File: src/rtl/switch_output_scheduler.sv
// Per-output round-robin scheduler for the 8x8 router crossbar.
// Each output locks onto one input for a whole packet and releases on EOP or when its owner sits empty too long.
module switch_output_scheduler #(
  parameter int N_PORTS = 8,
  parameter int SEL_W   = 3,
  parameter int TIMEOUT = 255,
  parameter int TO_W    = 8
) (
  input  logic                       clock,
  input  logic                       reset,
  input  logic [N_PORTS-1:0]         req_valid,
  input  logic [N_PORTS*SEL_W-1:0]   req_dest,
  input  logic [N_PORTS-1:0]         req_eop,
  input  logic [N_PORTS-1:0]         out_ready,
  output logic [N_PORTS-1:0]         in_pop,
  output logic [N_PORTS-1:0]         out_valid,
  output logic [N_PORTS*SEL_W-1:0]   out_sel,
  output logic [N_PORTS-1:0]         out_busy
);

  typedef enum logic {IDLE = 1'b0, BUSY = 1'b1} state_e;

  localparam bit              WD_EN   = (TIMEOUT > 0);
  localparam logic [TO_W-1:0] WD_LAST = TO_W'((TIMEOUT > 0) ? TIMEOUT - 1 : 0);

  logic [N_PORTS-1:0]              locked;
  logic [N_PORTS-1:0][N_PORTS-1:0] pop_mat;

  // An input already owned by some output must be invisible to every arbiter,
  // which keeps each in_pop bit driven by at most one output.
  always_comb begin
    locked = '0;
    for (int i = 0; i < N_PORTS; i++) begin
      for (int o = 0; o < N_PORTS; o++) begin
        if (out_busy[o] && (out_sel[o*SEL_W +: SEL_W] == SEL_W'(i))) begin
          locked[i] = 1'b1;
        end
      end
    end
  end

  always_comb begin
    in_pop = '0;
    for (int o = 0; o < N_PORTS; o++) begin
      in_pop = in_pop | pop_mat[o];
    end
  end

  genvar gi;
  generate
    for (gi = 0; gi < N_PORTS; gi++) begin : g_out
      state_e             state_q, state_d;
      logic [SEL_W-1:0]   owner_q, owner_d;
      logic [SEL_W-1:0]   rr_ptr_q, rr_ptr_d;
      logic [TO_W-1:0]    wd_q, wd_d;
      logic [SEL_W-1:0]   winner;
      logic [N_PORTS-1:0] cand;
      logic [N_PORTS-1:0] pop_row;
      logic               found;
      logic               owner_avail;
      logic               xfer;
      logic               release_eop;
      logic               release_wd;

      always_comb begin
        cand = '0;
        for (int i = 0; i < N_PORTS; i++) begin
          cand[i] = req_valid[i] && !locked[i] &&
                    (req_dest[i*SEL_W +: SEL_W] == SEL_W'(gi));
        end
      end

      // First candidate at or after rr_ptr, wrapping modulo the port count.
      always_comb begin : rr_scan
        logic [SEL_W-1:0] idx;
        found  = 1'b0;
        winner = '0;
        idx    = '0;
        for (int k = 0; k < N_PORTS; k++) begin
          idx = rr_ptr_q + SEL_W'(k);
          if (!found && cand[idx]) begin
            found  = 1'b1;
            winner = idx;
          end
        end
      end

      assign owner_avail = (state_q == BUSY) && req_valid[owner_q];
      assign xfer        = owner_avail && out_ready[gi] && !reset;
      assign release_eop = xfer && req_eop[owner_q];
      assign release_wd  = WD_EN && (state_q == BUSY) && !req_valid[owner_q] &&
                           (wd_q == WD_LAST);

      always_comb begin
        state_d  = state_q;
        owner_d  = owner_q;
        rr_ptr_d = rr_ptr_q;
        wd_d     = '0;
        case (state_q)
          IDLE: begin
            if (found) begin
              state_d = BUSY;
              owner_d = winner;
            end
          end
          BUSY: begin
            if (release_eop || release_wd) begin
              state_d  = IDLE;
              rr_ptr_d = owner_q + SEL_W'(1);
            end else if (WD_EN && !req_valid[owner_q]) begin
              // Only owner-empty cycles age the lock; ready stalls do not.
              wd_d = wd_q + TO_W'(1);
            end
          end
          default: state_d = IDLE;
        endcase
      end

      always_ff @(posedge clock) begin
        if (reset) begin
          state_q  <= IDLE;
          owner_q  <= '0;
          rr_ptr_q <= '0;
          wd_q     <= '0;
        end else begin
          state_q  <= state_d;
          owner_q  <= owner_d;
          rr_ptr_q <= rr_ptr_d;
          wd_q     <= wd_d;
        end
      end

      always_comb begin
        pop_row = '0;
        for (int i = 0; i < N_PORTS; i++) begin
          pop_row[i] = xfer && (owner_q == SEL_W'(i));
        end
      end

      assign pop_mat[gi]                   = pop_row;
      assign out_sel[gi*SEL_W +: SEL_W]    = owner_q;
      assign out_busy[gi]                  = (state_q == BUSY);
      assign out_valid[gi]                 = owner_avail && !reset;
    end
  endgenerate

endmodule

File: config.mk
export PLATFORM = sky130hd
export DESIGN_NAME = switch_output_scheduler
export DESIGN_NICKNAME = d
export VERILOG_FILES = /design/src/rtl/switch_output_scheduler.sv
export SDC_FILE = /design/constraint.sdc
export NUM_CORES = 1
export LEC_CHECK = 0
export CAP_MARGIN = 20
export CORE_ASPECT_RATIO = 1.2
export CORE_MARGIN = 3
export CORE_UTILIZATION = 45
export DETAILED_ROUTE_END_ITERATION = 10
export PLACE_DENSITY = 0.7
export SLEW_MARGIN = 20
export SYNTH_ARGS = -nofsm -noshare
export SYNTH_HDL_FRONTEND = slang
export SYNTH_SLANG_ARGS = --single-unit
File: constraint.sdc
create_clock -name clock -period 3.91 [get_ports clock]
set_clock_uncertainty 0.2 [all_clocks]
set_input_delay 0.5865 -clock clock [delete_from_list [all_inputs] [get_ports clock]]
set_output_delay 0.5865 -clock clock [all_outputs]
set_load 0.01 [all_outputs]
==> job_summary.md <==
### Flow metrics

| Metric | Value |
|---|---|
| Layout cells sized above 1 | `35.12%` |
| Final Cell Area | `22690 sq um` |
| WHS | `267.8 ps` |
| Outcome | `finished clean` |
| Non-Clock Buffer Area Fraction | `24.50%` |
| Top logic cell by instance count in the layout | `buf_4` |
| Seq power | `1.58 mW` |
| Tool warnings | `75` |
| WL final | `71.36 mm` |
| Uppermost layer routed | `met5` |
| Seq_cells | `120` |
| Max reg flops | `64` |
| R2R depth | `15` |
| Die W | `175.8 microns` |
| Combinational logic power | `4.53 mW` |
| WS Path Type | `flop to flop` |
| Worst Setup End Kind | `flop` |
| Synth area leaders | `dfxtp_1, mux4_2, ha_1, nor2_1, nor3_1` |
| Vias in the first global route | `18980` |
| Clk_lat worst skew | `460 ps` |
| Syn Area/Cell | `7.541 sq um` |
| Antenna violations before repair | `2` |
| Longest Clk Path Bufs | `2` |
| Final setup fails | `0` |
| Cell taking the most area after synthesis | `dfxtp_1` |
| Seq/Total Area, Yosys | `15.43%` |
| Comb area share | `58.04%` |
| CP max stage delay | `520 ps` |
| GPL Wtd Cong | `1.043` |
| Initial Util | `45.70%` |
| Flops out of synthesis | `120` |
| CP Launch Type | `flop` |
| Number of enable flip-flop cells | `0` |
| Crit path required time | `4020 ps` |
| Internal power | `4.472 mW` |
| Post-route insts no fill | `3104` |
| Top cells excl fill/tap | `buf_4, nor2_1, nor3_1` |
| Via count | `20050` |
| CTS Root Buffer Type | `clkbuf_16` |
| Multi-input gates | `1714` |
| Inverters | `92` |
| Met3 Wirelength | `6.062 mm` |
| N_diodes | `0` |
| Reg2reg start | `g_out[7].owner_q[0]$_SDFFE_PP0P_` |
| Via density | `6.459` |
| Top flop regs | `g_out.wd_q (64), g_out.owner_q (24), g_out.rr_ptr_q (24)` |
| DRT Pass-1 Iters | `7` |
| Max_cap viols | `0` |
| Die ar. | `36880 sq um` |
| Total gr overflow | `0` |
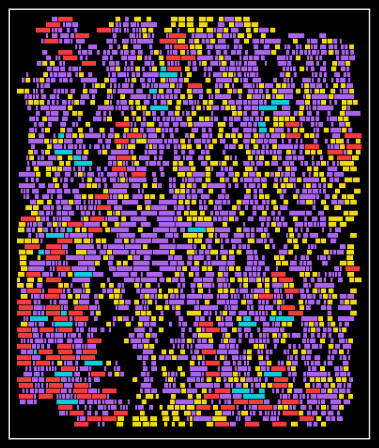
(images/placement_by_type.png)
remaining buffers and delay cells: marked yellow, cells 690, share of their area 25%. combinational and other logic: marked purple, cells 1806, share of their area 61%. clock drivers and dummy loads: marked cyan, cells 32, share of their area 2.7%. sequential cells: marked red, cells 120, share of their area 11%.

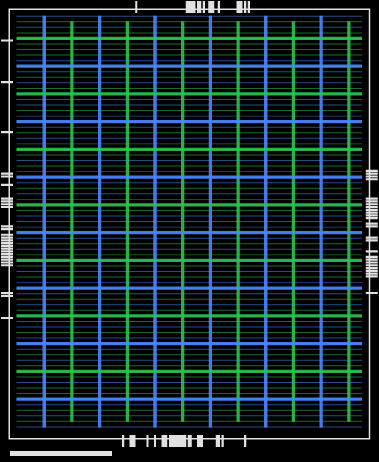
(images/power_grid.png)
The bar under the picture is 50 microns long. Pins as bars on the die edge.
VDD: marked green. VSS: marked blue.
98 signal pins sit on the boundary. The core has 74 rows. 14 straps on met5.

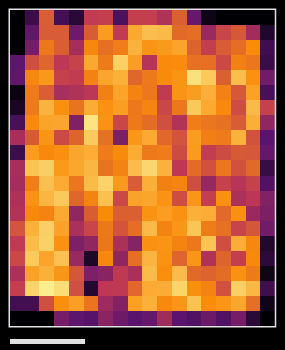
(images/cell_density.png)
The bar under the picture is 50 microns long. 18 x 21 tiles, from black (low) to pale yellow (high), 0 to 100% covered.
33% of the tiles are over 75% full. The mean over all tiles is 60%. The fullest tile reaches 96%. 2.9% of the tiles are nearly empty.

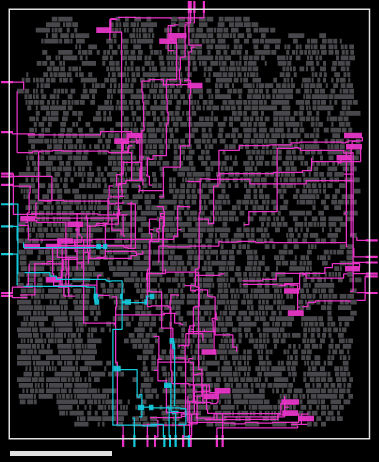
(images/io_fan.png)
The bar under the picture is 50 microns long.
out_ready: marked cyan, bits 8, direction input, edge 5 south, 3 west, end cells 16, buffers 8, wire 513 microns. out_sel: marked magenta, bits 24, direction output, edge 7 west, 7 south, 6 east, 4 north, end cells 24, buffers 47, wire 4280 microns.

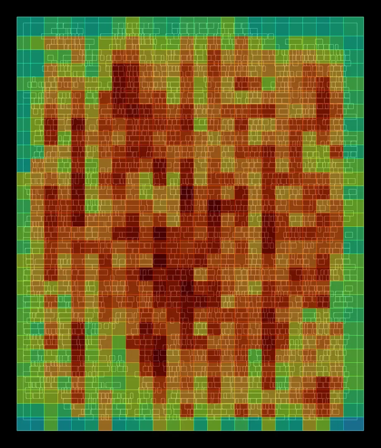
(images/congestion.png)
post-detailed-route wirelength per cell: 22.99 microns
met3 usage: 6.153%
fin util: 66.60%

Power and IR drop assume default switching activity.
